Run 1, where the registers sit:
(2 px per µm) Other sequential cells in the stronger grey, the rest of the logic in the fainter grey.
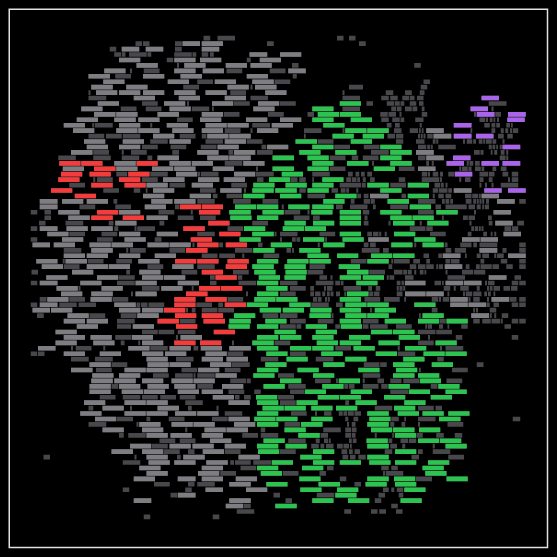
Run 1, routed metal, one colour a layer:
(1.5 px per µm) Two of the layers only.
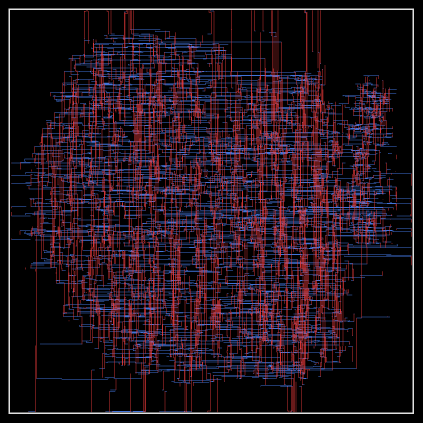
Run 1, cell placement:
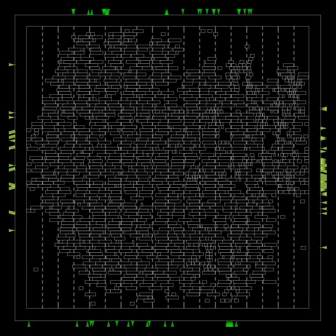
Run 1, cells coloured by class:
(1 px per µm)
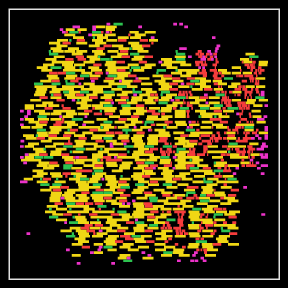
### src/rtl/calc_seq_player.sv
// rtl/calc_seq_player.sv - autonomous program replayer and checker for the calc block
//
// Purpose: holds a small program of (op, operand, expected) entries. On i_start it
// clears the calc accumulator, then for every entry presents op/operand, strobes
// btnd, waits, and compares i_led with the expected value, counting passes/fails.
//
// Optional feature macro: CALC_PLAYER_STOP_ON_FAIL_EN (first mismatch ends the run).
//
// Ports:
//   i_clk, i_rst_n                 clock, asynchronous active-low reset
//   i_start                        run request (accepted only when idle/done)
//   i_load_en/addr/op/operand/     program entry write port (ignored while running)
//   i_load_expect/last
//   o_btnl/o_btnc/o_btnr, o_sw     op select and operand to calc
//   o_btnu, o_btnd                 accumulator clear / accumulate strobe
//   i_led                          calc result
//   o_busy, o_done                 run in progress / last run finished (level)
//   o_pass_cnt, o_fail_cnt         per-entry results of the last run
//   o_first_fail                   index of first mismatch (valid when fail count != 0)

module calc_seq_player #(
   parameter int DEPTH  = 16,
   parameter int SETTLE = 4,
   parameter int PULSE  = 2,
   parameter int CLR    = 2,
   localparam int AW    = $clog2(DEPTH),
   localparam int CW    = AW + 1
) (
   input  logic          i_clk,
   input  logic          i_rst_n,
   input  logic          i_start,
   input  logic          i_load_en,
   input  logic [AW-1:0] i_load_addr,
   input  logic [2:0]    i_load_op,
   input  logic [15:0]   i_load_operand,
   input  logic [15:0]   i_load_expect,
   input  logic          i_load_last,
   output logic          o_btnl,
   output logic          o_btnc,
   output logic          o_btnr,
   output logic          o_btnu,
   output logic          o_btnd,
   output logic [15:0]   o_sw,
   input  logic [15:0]   i_led,
   output logic          o_busy,
   output logic          o_done,
   output logic [CW-1:0] o_pass_cnt,
   output logic [CW-1:0] o_fail_cnt,
   output logic [AW-1:0] o_first_fail
);

   localparam int TW = 16;

   typedef enum logic [2:0] {
      S_IDLE, S_CLEAR, S_SETUP, S_STROBE, S_WAIT, S_CHECK, S_DONE
   } state_t;

   state_t        r_state;
   state_t        w_next;
   logic [TW-1:0] r_tmr;
   logic [AW-1:0] r_idx;
   logic [CW-1:0] r_len;
   logic [CW-1:0] r_pass;
   logic [CW-1:0] r_fail;
   logic [AW-1:0] r_first;

   logic [2:0]    r_mem_op  [DEPTH];
   logic [15:0]   r_mem_sw  [DEPTH];
   logic [15:0]   r_mem_exp [DEPTH];

   logic          r_btnl, r_btnc, r_btnr, r_btnu, r_btnd, r_busy, r_done;
   logic [15:0]   r_sw;

   logic          w_idle;
   logic          w_accept;
   logic          w_match;
   logic          w_last;
   logic          w_tmr_end;
   logic [2:0]    w_op;
   logic [15:0]   w_sw;
   logic          w_btnu;
   logic          w_btnd;
   logic          w_busy;
   logic          w_done;

   assign w_idle   = (r_state == S_IDLE) || (r_state == S_DONE);
   assign w_accept = w_idle && i_start;
   assign w_match  = (i_led == r_mem_exp[r_idx]);
   // r_len is at least 1 whenever a run is active, so len-1 never underflows there.
   assign w_last   = ({1'b0, r_idx} == (r_len - CW'(1)));

   // The timed states share one counter that restarts on every state change.
   always_comb begin
      w_tmr_end = 1'b0;
      case (r_state)
         S_CLEAR:  w_tmr_end = (r_tmr == TW'(CLR - 1));
         S_SETUP:  w_tmr_end = (r_tmr == TW'(SETTLE - 1));
         S_STROBE: w_tmr_end = (r_tmr == TW'(PULSE - 1));
         S_WAIT:   w_tmr_end = (r_tmr == TW'(SETTLE - 1));
         default:  w_tmr_end = 1'b0;
      endcase
   end

   // Program memory carries no reset so contents survive a mid-run reset.
   always_ff @(posedge i_clk) begin
      if (i_load_en && w_idle) begin
         r_mem_op[i_load_addr]  <= i_load_op;
         r_mem_sw[i_load_addr]  <= i_load_operand;
         r_mem_exp[i_load_addr] <= i_load_expect;
      end
   end

   // State register
   always_ff @(posedge i_clk or negedge i_rst_n) begin
      if (!i_rst_n) begin
         r_state <= S_IDLE;
      end else begin
         r_state <= w_next;
      end
   end

   // Next-state logic
   always_comb begin
      w_next = r_state;
      case (r_state)
         S_IDLE, S_DONE: begin
            if (i_start) begin
               w_next = (r_len == '0) ? S_DONE : S_CLEAR;
            end
         end
         S_CLEAR:  if (w_tmr_end) w_next = S_SETUP;
         S_SETUP:  if (w_tmr_end) w_next = S_STROBE;
         S_STROBE: if (w_tmr_end) w_next = S_WAIT;
         S_WAIT:   if (w_tmr_end) w_next = S_CHECK;
         S_CHECK: begin
            if (w_last) begin
               w_next = S_DONE;
`ifdef CALC_PLAYER_STOP_ON_FAIL_EN
            end else if (!w_match) begin
               w_next = S_DONE;
`endif
            end else begin
               w_next = S_SETUP;
            end
         end
         default:  w_next = S_IDLE;
      endcase
   end

   // Output decode from the current state; registered below, which gives the
   // one-cycle lag between start acceptance and busy/btnu.
   always_comb begin
      w_op   = 3'b000;
      w_sw   = 16'h0000;
      w_btnu = 1'b0;
      w_btnd = 1'b0;
      w_busy = !w_idle;
      w_done = (r_state == S_DONE);
      case (r_state)
         S_CLEAR: w_btnu = 1'b1;
         S_SETUP, S_WAIT, S_CHECK: begin
            w_op = r_mem_op[r_idx];
            w_sw = r_mem_sw[r_idx];
         end
         S_STROBE: begin
            w_op   = r_mem_op[r_idx];
            w_sw   = r_mem_sw[r_idx];
            w_btnd = 1'b1;
         end
         default: begin
            w_op = 3'b000;
         end
      endcase
   end

   // Timer, index, length and result counters
   always_ff @(posedge i_clk or negedge i_rst_n) begin
      if (!i_rst_n) begin
         r_tmr   <= '0;
         r_idx   <= '0;
         r_len   <= '0;
         r_pass  <= '0;
         r_fail  <= '0;
         r_first <= '0;
      end else begin
         if (w_idle || (w_next != r_state)) begin
            r_tmr <= '0;
         end else begin
            r_tmr <= r_tmr + TW'(1);
         end

         if (i_load_en && w_idle && i_load_last) begin
            r_len <= CW'(i_load_addr) + CW'(1);
         end

         if (w_accept) begin
            r_idx   <= '0;
            r_pass  <= '0;
            r_fail  <= '0;
            r_first <= '0;
         end else if (r_state == S_CHECK) begin
            if (w_match) begin
               r_pass <= r_pass + CW'(1);
            end else begin
               r_fail <= r_fail + CW'(1);
               if (r_fail == '0) begin
                  r_first <= r_idx;
               end
            end
            if (w_next == S_SETUP) begin
               r_idx <= r_idx + AW'(1);
            end
         end
      end
   end

   // Output registers
   always_ff @(posedge i_clk or negedge i_rst_n) begin
      if (!i_rst_n) begin
         r_btnl <= 1'b0;
         r_btnc <= 1'b0;
         r_btnr <= 1'b0;
         r_sw   <= '0;
         r_btnu <= 1'b0;
         r_btnd <= 1'b0;
         r_busy <= 1'b0;
         r_done <= 1'b0;
      end else begin
         {r_btnl, r_btnc, r_btnr} <= w_op;
         r_sw   <= w_sw;
         r_btnu <= w_btnu;
         r_btnd <= w_btnd;
         r_busy <= w_busy;
         // An accepted start drops done even when restarting straight from DONE.
         r_done <= w_accept ? 1'b0 : w_done;
      end
   end

   assign o_btnl       = r_btnl;
   assign o_btnc       = r_btnc;
   assign o_btnr       = r_btnr;
   assign o_sw         = r_sw;
   assign o_btnu       = r_btnu;
   assign o_btnd       = r_btnd;
   assign o_busy       = r_busy;
   assign o_done       = r_done;
   assign o_pass_cnt   = r_pass;
   assign o_fail_cnt   = r_fail;
   assign o_first_fail = r_first;

endmodule

### config.mk
export PLATFORM = sky130hd
export DESIGN_NAME = calc_seq_player
export DESIGN_NICKNAME = d
export VERILOG_FILES = /design/src/rtl/calc_seq_player.sv
export SDC_FILE = /design/constraint.sdc
export NUM_CORES = 1
export LEC_CHECK = 0
export CORE_MARGIN = 10
export CORE_UTILIZATION = 40
export CTS_CLUSTER_DIAMETER = 100
export CTS_CLUSTER_SIZE = 8
export DETAILED_ROUTE_END_ITERATION = 6
export SLEW_MARGIN = 20
export SYNTH_ARGS = -nofsm -noshare
export SYNTH_HDL_FRONTEND = slang
export SYNTH_SLANG_ARGS = --single-unit
### constraint.sdc
create_clock -name i_clk -period 5.5 [get_ports i_clk]
set_input_delay 1.1 -clock i_clk [delete_from_list [all_inputs] [get_ports i_clk]]
set_output_delay 1.1 -clock i_clk [all_outputs]
set_load 0.01 [all_outputs]
==> deck_impl_summary.md, run 1 <==
Synthesis and Place & Route Summary

Timing
  • Final Max Slew Viols: 0
  • Clock period minus final worst setup slack: 4340 ps
  • Share of the clock period used by the worst path: 0.790
  • Setup Viol. Count Final: 0
  • Worst slew margin relative to its limit: 0.335
  • RSZ-0062 raised after global routing: false
  • Setup slack of the critical path after layout: 1160 ps
  • Setup TNS after final layout: 0 ps
  • Final Hold Viols: 0
  • Least-Margin Pin Slew: 996 ps

Placed design
  • Estimated wirelength of the detail-placed design: 31,400 µm
  • Area after detailed placement: 26,700 µm²
  • Dpl ws: 1110 ps
  • Count of buffers from port buffering: 96
  • GP Congestion: 0.774

Die
  • Io pins: 97
  • Area of the die: 72,000 µm²
  • Floorplan utilization: 0.402
  • Vert. Die Dim: 268 µm
  • Die X-Extent: 268 µm

Global routing
  • Initial antenna violation count: 6
  • Total gr overflow: 0
  • Number of global-route vias before repair: 12.8k

Clock network
  • Count of hold buffers inserted by post-cts repair: 0
  • CTS Sinks: 625
  • Worst-skew pair later-pin latency: 630 ps
  • CTS tree: built
  • Root buf cell: clkbuf_16
  • H-tree Lvls: 3
  • Buffer count from post-CTS setup fixing: 0
  • # resized after CTS: 0

Worst setup path
  • Critical path data arrival time: 4870 ps
  • Most common cell on crit path: mux2i_1
  • Worst R2R Start: r_idx[0]
  • Delay of the slowest cell on the worst path: 1030 ps
  • Worst path cell trace: clkinv_1 > mux2i_1 > mux2i_1 > xor2_1 > a21oi_1 > nand4_1 > o211ai_2 > mux2i_1
  • Reg2reg path depth: 8
  • Worst r2r dst: o_first_fail[3]
  • Buf/Inv on CP: 1
  • Type of the setup path with the least slack: reg2reg
  • Worst Setup End Kind: flop
  • Critical path required time: 6030 ps
  • Kind of cell adding the most delay to the critical path: flip-flops

Drt
  • Final routed wire length divided by cell count: 26.2 µm
  • Number of nets with antenna violations after detailed routing: 0
  • Initial DRT Pass Iterations: 5
  • Post-detailed-route DRC marker count: 0
  • Starting DRC count in detailed routing: 1,038

Logic synthesis
  • Multiplexer share of the synthesized area: 0.156
  • Post-synthesis cell type with the largest combined area: edfxtp_1
  • Number of nets at floorplan: 1,286
  • Netlist area before placement: 24,700 µm²
  • Fraction of the mapped netlist area in compound gates: 0.0203
  • Prevailing logic family in the synthesized netlist: multiplexers
  • Flip-flops with a built-in enable: 560
  • Synthesized-area fraction occupied by and/or/nand/nor cells: 0.0419
  • Number of cell instances after yosys synthesis: 1,216
  • Synth Seq Share: 0.747
  • Max-area cell share: 0.681
  • XOR/XNOR Area Share: 0.0135
  • Mean Syn Cell Area: 20.3 µm²
  • Cell count after synthesis: 1,216

Layout
  • Area growth from synthesis to final layout: 18.6%
  • Area of combinational cells with multiple inputs: 5990 µm²
  • Ratio of cells with drive above 1 in the final layout: 0.226
  • Number of nets in the layout: 1,448
  • Antenna cell count: 0

Power and ir drop
  • Leakage: 9.48 nW

Min path
  • Worst Hold End: o_fail_cnt[4]
  • Worst hold path startpoint: o_fail_cnt[4]
  • WHS Path Cells: 1

Flow run
  • OpenROAD warnings: 30

Run status
  • Status: finished, final reports clean
## Picture notes: 'where the registers sit'
| signal | colour | placed flops |
|---|---|---|
| `r_tmr` | purple | 16 |
| `r_mem_op` | red | 48 |
| `r_mem_exp` | green | 256 |
not coloured: 305
sequential power: 5.68 mW
Util after Layout: 0.477
area used by sequential logic in the layout: 18,500 µm²

## Picture notes: 'routed metal, one colour a layer'
| layer | colour | wire length |
|---|---|---|
| met2 | red | 28.6 mm |
| met1 | blue | 25.6 mm |
total track usage: 0.164
final routed wirelength across all metal layers: 58,400 µm

## Picture notes: 'cell placement'
number of standard cells in the final layout excluding fillers: 2,230
area inside the core boundary: 61,400 µm²
number of filler cells placed in the layout: 5,022
sequential fraction of total cell area: 0.630
Core Rows: 91

## Picture notes: 'cells coloured by class'
| class | colour | cells | share of their area |
|---|---|---|---|
| flip-flops | yellow | 625 | 65% |
| other buffers and delay cells | magenta | 128 | 4.3% |
| all other logic | red | 535 | 21% |
| clock drivers and dummy loads | green | 152 | 9.0% |
Design Area, Final: 29,300 µm²

## run 1: layout by cell type, fill, tap and decap left out, types with 11 or more instances in the layout
cell / count
edfxtp_1: 560
nor2_4: 12
mux2_2: 15
clkbuf_16: 88
clkbuf_1: 56
buf_4: 31
clkdlybuf4s50_1: 95
mux4_2: 149
nor2_1: 36
xor2_1: 14
nand4_1: 11
and3_1: 12
nand2_1: 44
mux2i_1: 33
nand3_1: 21
xnor2_1: 23
inv_1: 16
dfrtp_1: 61
nor2b_1: 30
## run 1: flip-flops by register name, indices dropped and copies added (netlist names)
name          cells
o_first_fail      4
o_busy            1
r_tmr            16
r_state           3
r_idx             4
o_btnu            1
o_btnd            1
o_pass_cnt        5
o_sw             16
o_fail_cnt        5
r_mem_op         48
r_len             5
o_btnl            1
o_btnr            1
o_btnc            1
r_mem_sw        256
r_mem_exp       256
o_done            1
## run 1: stage by stage
step | hold WS (ps) | power [mW]
after CTS | 519 | 13.1
after detailed placement | 517 | 8.07
after global placement | 502 | 8.05
after global routing | 544 | 13.5
final | 521 | 12.9
after floorplan | 484 | 7.27
## run 1: worst register-to-register path, stage by stage, from the launching register on
cell	delay, ps
dfrtp_4	1030
clkinv_1	690
mux2i_1	340
mux2i_1	160
xor2_1	170
a21oi_1	390
nand4_1	680
o211ai_2	570
mux2i_1	240
## run 1: area by class of cell
type | count | area share
Sequential cell | 625 | 0.630
Multi-Input combinational cell | 516 | 0.204
Clock buffer | 144 | 0.0824
Timing Repair Buffer | 128 | 0.0415
Tap cell | 790 | 0.0338
Clock inverter | 8 | 0.00492
Inverter | 19 | 0.00244
## run 1: layer usage
metal / GRT usage / vias up / routed length, µm
met5: 0 / - / 69
met4: 0.0475 / 10 / 1150
met3: 0.0352 / 92 / 2940
met2: 0.263 / 313 / 28600
met1: 0.224 / 6479 / 25600
li1: - / 5287 / -
## run 1: power breakdown
| part | total (mW) | switching [mW] | internal (mW) |
|---|---|---|---|
| Combinational | 2.28 | 1.12 | 1.16 |
| Sequential | 5.68 | 0.292 | 5.38 |
| Clock | 4.97 | 1.98 | 2.99 |
| Total | 12.9 | 3.39 | 9.53 |
## run 1: worst max-delay path by stage
stage / slack [ps] / to / startpoint / cells after the start
floorplan: 1230 / r_mem_exp[0][0] / i_load_en / 3
finish: 1160 / o_first_fail[3] / r_idx[0] / 8
global route: 770 / o_first_fail[0] / r_idx[0] / 8
detailed placement: 1110 / o_first_fail[3] / r_idx[0] / 8
global placement: 1120 / o_first_fail[0] / r_idx[0] / 8
CTS: 1080 / o_first_fail[3] / r_idx[0] / 8
## run 1: cell families after synthesis
logic type | after synthesis
compound gates | 65
xor+xnor | 38
fa+ha+maj | 12
buf+inv | 75
flops | 625
mux | 197
simple gates | 204
Run 1, metal 3:
(1.5 px per µm)
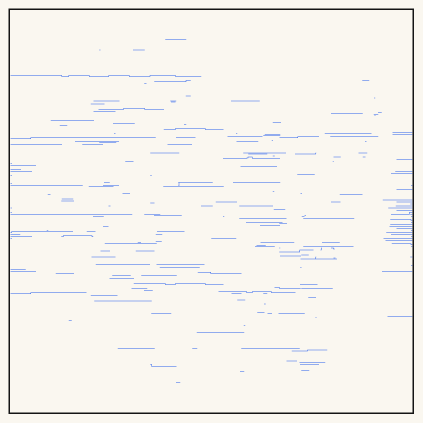

--- run 2 (diff from run 1) ---
==> constraint.sdc (replaced) <==
create_clock -name i_clk -period 4.05 [get_ports i_clk]
set_input_delay 0.81 -clock i_clk [delete_from_list [all_inputs] [get_ports i_clk]]
set_output_delay 0.81 -clock i_clk [all_outputs]
set_load 0.01 [all_outputs]
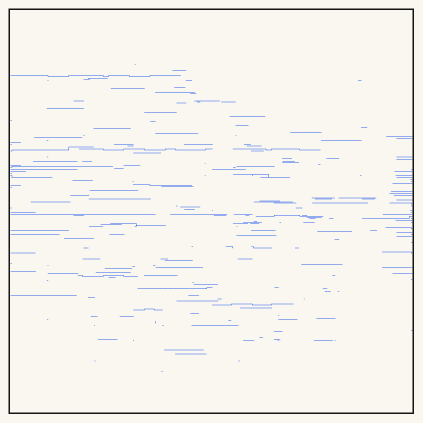
Run 2: metal 3
(1.5 px per µm)
share of all routed wire: 5.2%
nets with wire on the layer: 124
wire length on this layer: 3,050 µm
main direction: horizontal
grt met3 use: 0.0357
final routed wirelength across all metal layers: 58,300 µm
vias: 12.3k

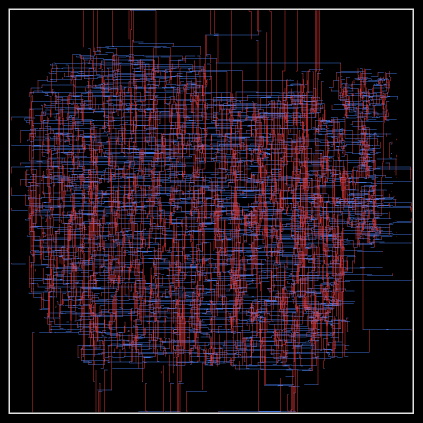
Run 2: routed metal, one colour a layer
(1.5 px per µm) Two of the layers only.
| layer | colour | wire length |
|---|---|---|
| met1 | blue | 25.5 mm |
| met2 | red | 28.6 mm |
final routed wire length divided by cell count: 26.1 µm
total track usage: 0.164

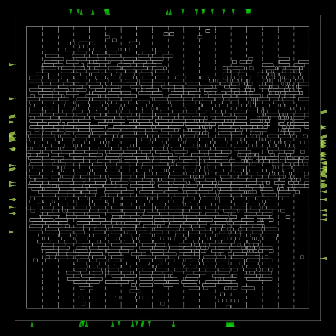
Run 2: cell placement
flop count: 625
Util after Layout: 0.482

==> deck_impl_summary.md, run 2 <==
Synthesis and Place & Route Summary

Clock network
  • CTS Sinks: 625
  • CTS tree: built
  • H-tree Lvls: 3
  • Count of hold buffers inserted by post-cts repair: 0
  • Buffer count from post-CTS setup fixing: 0
  • Worst-skew pair later-pin latency: 640 ps
  • # resized after CTS: 0
  • CTS buffer count: 88
  • Worst-path clk slew: 60 ps
  • Maximum buffer depth of the clock tree: 3
  • Root buf cell: clkbuf_16

Logic synthesis
  • Area reported by Yosys stat: 24,700 µm²
  • Number of nets at floorplan: 1,286
  • Post-synthesis cell type with the largest combined area: edfxtp_1
  • Top_reg_cell synth: edfxtp_1
  • Synth Seq Share: 0.747
  • Unique masters post-synth: 57
  • Most used standard cell by instance count after synthesis: edfxtp_1
  • Netlist area before placement: 24,700 µm²
  • Top cells by instance count after synthesis: 560 x edfxtp_1, 149 x mux4_2, 65 x dfrtp_1
  • Share of flip-flops with an asynchronous set or reset after synthesis: 0.104
  • Cell count after synthesis: 1,216
  • Number of cell instances after yosys synthesis: 1,216
  • Max-area cell share: 0.681
  • Flip-flops with a built-in enable: 560
  • Synthesized flop and latch total: 625
  • Top cells by area: edfxtp_1 68%, mux4_2 14%, dfrtp_1 6.6%
  • Synthesis warning total: 0
  • Mean Syn Cell Area: 20.3 µm²

Global routing
  • Global-route wire length before repair: 87,300 µm
  • Total gr overflow: 0
  • Initial antenna violation count: 7
  • Number of global-route vias before repair: 13.1k
  • Maximum number of pins on one net before global-route repair: 46

Timing
  • Clock period minus final worst setup slack: 3790 ps
  • Maximum achievable frequency: 264 MHz
  • Final Max Slew Viols: 0
  • Least-Margin Pin Slew: 796 ps
  • Final Hold Viols: 0
  • Setup Viol. Count Final: 0
  • Worst slew margin relative to its limit: 0.469
  • Setup skew after layout: 32.3 ps
  • Share of the clock period used by the worst path: 0.937
  • RSZ-0062 raised after global routing: false
  • Setup TNS after final layout: 0 ps

Worst setup path
  • CP startpoint kind: flop
  • Worst-path fanout max: 44
  • Critical path data arrival time: 4330 ps
  • Critical path required time: 4590 ps
  • Worst Setup End Kind: flop
  • Type of the setup path with the least slack: reg2reg

Layout
  • Design Area, Final: 29,600 µm²
  • Most frequent logic cell in the layout: edfxtp_1
  • Number of nets in the layout: 1,458
  • Ratio of cells with drive above 1 in the final layout: 0.233
  • Commonest non-fill, non-tap cells in the layout: 560 x edfxtp_1, 149 x mux4_2, 95 x clkdlybuf4s50_1, 89 x clkbuf_16, 61 x dfrtp_1
  • Registers with the most flip-flops: r_mem_exp: 256 flops, r_mem_sw: 256 flops, r_mem_op: 48 flops
  • Area growth from synthesis to final layout: 19.8%
  • Antenna cell count: 0

Flow run
  • Max-capacitance violation count: 0
  • OpenROAD warnings: 30

Die
  • Floorplan utilization: 0.402
  • Die X-Extent: 268 µm
  • Io pins: 97
  • Core Rows: 91
  • Area inside the core boundary: 61,400 µm²
  • Area of the die: 72,000 µm²
  • Vert. Die Dim: 268 µm

Drt
  • Via-per-instance ratio: 5.50
  • Starting DRC count in detailed routing: 1,296
  • Number of nets with antenna violations after detailed routing: 0
  • Initial DRT Pass Iterations: 5
  • Post-detailed-route DRC marker count: 0

Power and ir drop
  • Leakage: 9.58 nW
  • Areal power density over the cells: 595 nW/µm²
  • Highest ir drop seen on vdd: 0.000353 V

Placed design
  • Estimated wirelength of the detail-placed design: 31,100 µm
  • Count of buffers from port buffering: 96
  • GP Congestion: 0.752
  • Area after detailed placement: 27,000 µm²

Min path
  • Min-Delay Path Class: in2async

Run status
  • Status: finished, final reports clean
[run 2: final cells by class]
cell class	instances	area [µm²]
Tap cell	790	988
Multi-Input combinational cell	516	6010
Sequential cell	625	18500
Inverter	19	71.3
Clock inverter	7	134
Clock buffer	140	2420
Fill cell	4977	31800
Timing Repair Buffer	138	1490
[run 2: final timing paths]
check,from,slack (ps),endpoint,depth (start not counted)
worst min-delay path,i_rst_n,280,o_pass_cnt[0],1
worst max-delay path,r_idx[0],260,o_first_fail[3],9
max in group asynchronous,i_rst_n,2940,r_tmr[3],2
min in group i_clk,o_fail_cnt[4],510,o_fail_cnt[4],1
worst min register to register,o_fail_cnt[4],510,o_fail_cnt[4],1
worst max register to register,r_idx[0],260,o_first_fail[3],9
[run 2: critical path, stage by stage, from the launching register on]
cell and delay [ps]:
dfrtp_4 900, nor2b_1 320, a22oi_1 150, and3_1 200
nor4_1 540, buf_4 210, nand4_1 90, or4_4 670
o211ai_2 330, mux2i_1 250
[run 2: cells by family after synthesis]
logic type,after synthesis,share of synthesized area
fa+ha+maj,12,0.00588
xor+xnor,38,0.0135
mux,197,0.156
buf+inv,75,0.0151
simple gates,204,0.0419
flops,625,0.747
compound gates,65,0.0203
[run 2: metrics by stage]
stage	power, mW	worst slack, ps	hold WS, ps	instances	utilization
2_1_floorplan	9.87	725	484	1216	-
3_3_place_gp	11.0	327	489	2088	0.440
3_5_place_dp	11.0	209	507	2088	0.440
4_1_cts	17.8	202	286	2235	0.482
5_1_grt	18.3	27.6	304	2235	0.482
6_report	17.6	256	282	2235	0.482
[run 2: metal layers]
metal / vias to the layer above / global-route usage / part of all wire
met2: 324 / 0.267 / 0.49
met1: 6557 / 0.223 / 0.44
met3: 104 / 0.0357 / 0.052
met4: 10 / 0.0411 / 0.019
met5: - / 0 / 0.0012
li1: 5297 / - / -
[run 2: power breakdown]
group | internal [mW] | leakage [nW] | total, mW | switching (mW)
clock network | 4.08 | 1.21 | 6.76 | 2.69
logic | 1.63 | 2.48 | 3.16 | 1.52
registers | 7.31 | 5.89 | 7.67 | 0.358
total | 13.0 | 9.58 | 17.6 | 4.57
No activity file was given, so power comes from the tool's default toggle rates.
